**config.mk**
```make
export PLATFORM = sky130hd
export DESIGN_NAME = wb_stage
export DESIGN_NICKNAME = d
export VERILOG_FILES = /design/src/rtl/wb_stage_pkg.sv /design/src/rtl/wb_regfile.sv /design/src/rtl/wb_stage.sv
export SDC_FILE = /design/constraint.sdc
export NUM_CORES = 2
export LEC_CHECK = 0
export CORE_ASPECT_RATIO = 0.9
export CORE_MARGIN = 2
export CORE_UTILIZATION = 40
export DETAILED_ROUTE_END_ITERATION = 16
export PLACE_DENSITY_LB_ADDON = 0.3
export SLEW_MARGIN = 40
export SYNTH_ARGS = -nofsm -noshare
export SYNTH_HDL_FRONTEND = slang
export SYNTH_HIERARCHICAL = 1
export SYNTH_SLANG_ARGS = --single-unit
```
**constraint.sdc**
```tcl
create_clock -name clk -period 5.11 [get_ports clk]
set_input_delay 1.022 -clock clk [delete_from_list [all_inputs] [get_ports clk]]
set_output_delay 1.022 -clock clk [all_outputs]
set_load 0.01 [all_outputs]
```
**src/rtl/wb_stage_pkg.sv**
```systemverilog
// wb_stage_pkg: shared types and helpers for the MIPS-lite writeback stage.
// Revision: 1.0
`default_nettype none

package wb_stage_pkg;

   localparam int NREGS_DEF = 32;
   localparam int DATA_W    = 32;

   typedef logic [DATA_W-1:0] data_t;

   typedef struct packed {
      logic [5:0]  opcode;
      logic [4:0]  rs;
      logic [4:0]  rt;
      logic [4:0]  rd;
      logic [15:0] imm;
   } instruct_t;

   typedef struct packed {
      logic reg_write;
      logic mem_to_reg;
   } ctrl_t;

   typedef enum logic [5:0] {
      OP_ADD  = 6'h00, OP_ADDI = 6'h01, OP_SUB  = 6'h02, OP_SUBI = 6'h03,
      OP_MUL  = 6'h04, OP_MULI = 6'h05, OP_OR   = 6'h06, OP_ORI  = 6'h07,
      OP_AND  = 6'h08, OP_ANDI = 6'h09, OP_XOR  = 6'h0A, OP_XORI = 6'h0B,
      OP_LDW  = 6'h0C, OP_STW  = 6'h0D, OP_BZ   = 6'h0E, OP_BEQ  = 6'h0F,
      OP_JR   = 6'h10, OP_HALT = 6'h11
   } opcode_e;

   typedef enum logic [2:0] {
      CLS_ARITH, CLS_LOGIC, CLS_MEM, CLS_CTRL, CLS_NONE
   } iclass_e;

   typedef enum logic [0:0] {
      ST_RUN, ST_HALTED
   } state_e;

   function automatic iclass_e op_class(input logic [5:0] op);
      if (op <= OP_MULI)      return CLS_ARITH;
      else if (op <= OP_XORI) return CLS_LOGIC;
      else if (op <= OP_STW)  return CLS_MEM;
      else if (op <= OP_HALT) return CLS_CTRL;
      else                    return CLS_NONE;
   endfunction

   // Register-register forms are the even opcodes of the ALU group.
   function automatic logic is_rtype(input logic [5:0] op);
      return (op <= OP_XOR) && !op[0];
   endfunction

endpackage

`default_nettype wire

```
**src/rtl/wb_regfile.sv**
```systemverilog
// wb_regfile: register file with one write port and two write-bypassed read ports.
// Revision: 1.0
`default_nettype none

module wb_regfile
   import wb_stage_pkg::*;
#(
   parameter int NREGS = NREGS_DEF,
   localparam int AW   = $clog2(NREGS)
) (
   input  logic          clk,
   input  logic          rst,
   input  logic          we,
   input  logic [AW-1:0] waddr,
   input  data_t         wdata,
   input  logic [AW-1:0] raddr_a,
   input  logic [AW-1:0] raddr_b,
   output data_t         rdata_a,
   output data_t         rdata_b
);

   data_t regs [NREGS];

   always_ff @(posedge clk or negedge rst) begin
      if (!rst) begin
         for (int i = 0; i < NREGS; i++) regs[i] <= '0;
      end else if (we && (waddr != '0)) begin
         regs[waddr] <= wdata;
      end
   end

   assign rdata_a = (raddr_a == '0)                 ? '0    :
                    (we && (waddr == raddr_a))      ? wdata : regs[raddr_a];
   assign rdata_b = (raddr_b == '0)                 ? '0    :
                    (we && (waddr == raddr_b))      ? wdata : regs[raddr_b];

endmodule

`default_nettype wire

```
**src/rtl/wb_stage.sv**
```systemverilog
// wb_stage: MEM/WB register, register file, retirement counters and HALT handling.
// Revision: 1.0
`default_nettype none

module wb_stage
   import wb_stage_pkg::*;
#(
   parameter int NREGS = NREGS_DEF,
   parameter int CNT_W = 32,
   localparam int AW   = $clog2(NREGS)
) (
   input  logic             clk,
   input  logic             rst,
   input  logic             in_valid,
   input  logic             stall,
   input  logic             flush,
   input  instruct_t        instrMem,
   input  data_t            memory_data_o,
   input  data_t            write_back_data,
   input  ctrl_t            cntrl,
   input  logic [AW-1:0]    rd_addr_a,
   input  logic [AW-1:0]    rd_addr_b,
   output data_t            rd_data_a,
   output data_t            rd_data_b,
   output logic             wb_en,
   output logic [AW-1:0]    wb_addr,
   output data_t            wb_value,
   output logic             halted,
   output logic [CNT_W-1:0] cnt_total,
   output logic [CNT_W-1:0] cnt_arith,
   output logic [CNT_W-1:0] cnt_logic,
   output logic [CNT_W-1:0] cnt_mem,
   output logic [CNT_W-1:0] cnt_ctrl
);

   logic       v_q;
   logic [5:0] op_q;
   logic [4:0] rt_q;
   logic [4:0] rd_q;
   data_t      mem_q;
   data_t      alu_q;
   ctrl_t      ctl_q;
   state_e     state;
   logic       retire;
   logic       unused_fields;

   // Source register and immediate were consumed upstream.
   assign unused_fields = ^{instrMem.rs, instrMem.imm};

   always_ff @(posedge clk or negedge rst) begin
      if (!rst) begin
         v_q   <= 1'b0;
         op_q  <= '0;
         rt_q  <= '0;
         rd_q  <= '0;
         mem_q <= '0;
         alu_q <= '0;
         ctl_q <= '0;
      end else if (flush) begin
         v_q <= 1'b0;
      end else if (!stall) begin
         v_q   <= in_valid;
         op_q  <= instrMem.opcode;
         rt_q  <= instrMem.rt;
         rd_q  <= instrMem.rd;
         mem_q <= memory_data_o;
         alu_q <= write_back_data;
         ctl_q <= cntrl;
      end
   end

   assign wb_value = ctl_q.mem_to_reg ? mem_q : alu_q;
   assign wb_addr  = is_rtype(op_q) ? AW'(rd_q) : AW'(rt_q);
   assign retire   = v_q && !stall && (state == ST_RUN);
   assign wb_en    = retire && ctl_q.reg_write && (wb_addr != '0);

   function automatic logic [CNT_W-1:0] sat_inc(input logic [CNT_W-1:0] c);
      return (&c) ? c : c + 1'b1;
   endfunction

   always_ff @(posedge clk or negedge rst) begin
      if (!rst) begin
         state     <= ST_RUN;
         halted    <= 1'b0;
         cnt_total <= '0;
         cnt_arith <= '0;
         cnt_logic <= '0;
         cnt_mem   <= '0;
         cnt_ctrl  <= '0;
      end else if (retire) begin
         cnt_total <= sat_inc(cnt_total);
         case (op_class(op_q))
            CLS_ARITH: cnt_arith <= sat_inc(cnt_arith);
            CLS_LOGIC: cnt_logic <= sat_inc(cnt_logic);
            CLS_MEM:   cnt_mem   <= sat_inc(cnt_mem);
            CLS_CTRL:  cnt_ctrl  <= sat_inc(cnt_ctrl);
            default:   ;
         endcase
         if (op_q == OP_HALT) begin
            state  <= ST_HALTED;
            halted <= 1'b1;
         end
      end
   end

   wb_regfile #(
      .NREGS (NREGS)
   ) u_regfile (
      .clk     (clk),
      .rst     (rst),
      .we      (wb_en),
      .waddr   (wb_addr),
      .wdata   (wb_value),
      .raddr_a (rd_addr_a),
      .raddr_b (rd_addr_b),
      .rdata_a (rd_data_a),
      .rdata_b (rd_data_b)
   );

endmodule

`default_nettype wire

```
==> impl_metrics.env <==
# physical design summary
export IMPL_status="finished clean"
export IMPL_grt_use_met3_pct=5.49
export IMPL_gr_max_usage_layer="met2"
export IMPL_crit_path_start="op_q[0]$_DFFE_PN0P_"
export IMPL_stdcell_count=7563
export IMPL_ys_seq_share_pct=47.6
export IMPL_cpMaxStageDelayCell="or4_4"
export IMPL_rows=142
export IMPL_critPathTopFamily="simple AND/OR/NAND/NOR gates"
export IMPL_fp_util_pct=40.1
export IMPL_layout_top_cell="dfrtp_1"
export IMPL_grt_max_degree=116
export IMPL_cts_root_to_sink_buffers=3
export IMPL_slew_headroom_pct=43.7
export IMPL_edf_count=0
export IMPL_synthSimpleGateAreaFrac_pct=5.24
export IMPL_fill_cells=14600
export IMPL_crit_top_cell="buf_6"
export IMPL_worstPathArrival_ns=4.05
export IMPL_synthArstFlopShare_pct=100
export IMPL_ys_warnings_count=6
export IMPL_ios=381
export IMPL_cts_resized=386
export IMPL_firstDrtPassIters=6
export IMPL_ir_drop_mv=0.272
export IMPL_p_per_area_nw_per_um2=333
export IMPL_finalSetupViolCount=0
export IMPL_wl_met2_um=110000
export IMPL_synth_area_sq_um=66700
export IMPL_ys_cells=4831
export IMPL_setup_tns_ns=0
export IMPL_ys_flop_type="dfrtp_1"
export IMPL_syn_nets=4954
export IMPL_cts_tree="yes"
export IMPL_regMostFlops="u_regfile/regs"
export IMPL_p_comb_share_pct=16.9
export IMPL_antenna_found_initial=15
[layout make-up]
| class | instances | area share, % |
|---|---|---|
| Antenna cell | 11 | 0.0343 |
| Clock buffer | 210 | 5.38 |
| Inverter | 19 | 0.0890 |
| Timing Repair Buffer | 699 | 9.04 |
| Multi-Input combinational cell | 3079 | 41.7 |
| Clock inverter | 45 | 0.679 |
| Sequential cell | 1268 | 39.6 |
| Tap cell | 2232 | 3.48 |
[kinds of logic after synthesis]
logic type	Yosys count
adder cells (fa/ha/maj)	5
multiplexers	1761
flip-flops	1268
buffers and inverters	484
AND-OR/OR-AND	501
XOR/XNOR	161
AND/OR/NAND/NOR	651
Fig. 1: clock wiring as the flow saved it
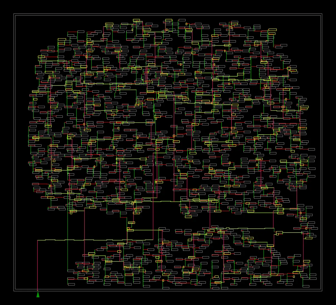
final sequential cell count: 1268
Power Clock: 0.0107 W
CTS buffer count: 143
Clock Buffer Count: 210

Fig. 2: ports around the boundary
Pins as bars across the die edge, other pins in gray.
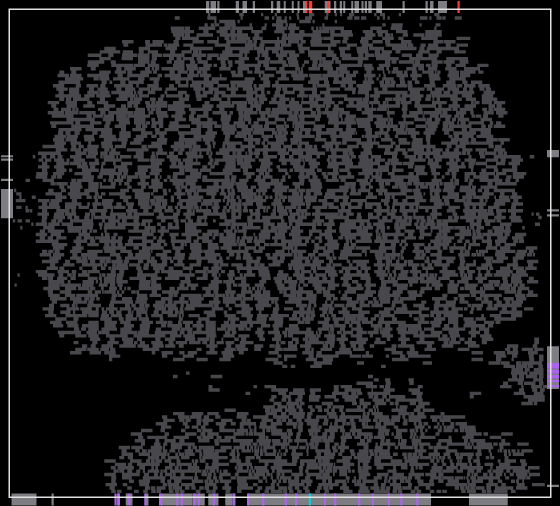
`write_back_data` -> purple  # pins 32, direction input, edge 23 bottom, 9 right
`wb_en` -> cyan  # pins 1, direction output, edge bottom
`rd_addr_a` -> red  # pins 5, direction input, edge top
all pins by edge = 278 bottom, 51 top, 32 right, 20 left
PortBufs: 359
chip height: 391 um

Fig. 3: where the registers sit
The bar under the picture is 100 um long. Other sequential cells in the stronger gray, the rest of the logic in the fainter gray.
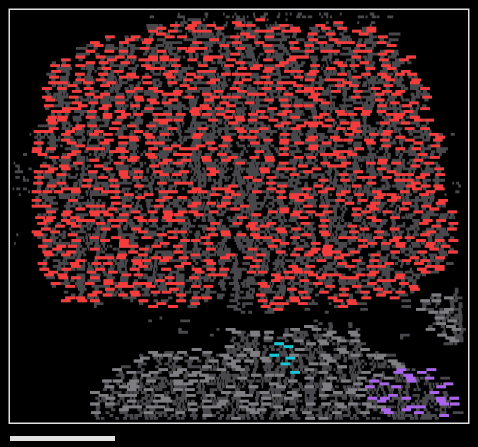
`cnt_logic` -> purple  # placed flops 32, where lower right
`op_q` -> cyan  # placed flops 6, where bottom center
`u_regfile/regs` -> red  # placed flops 1024
not colored = 206
Util after Layout: 48.2%
register cell area after layout: 31700 sq um
Seq group: 0.0114 W
Seq area share: 39.6%

Fig. 4: metal layers overlaid
Only two layers are drawn.
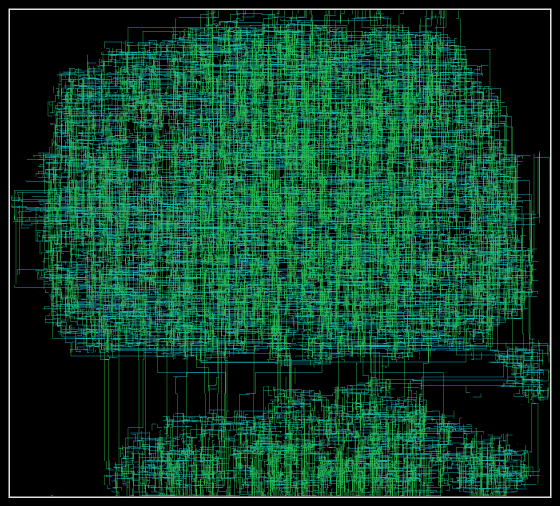
metal 2 -> green  # wire length 110 mm
metal 1 -> cyan  # wire length 94.8 mm
routed wire length: 238000 um
Total GRT Usage: 27.8%

No activity file was given, so power comes from the tool's default toggle rates.
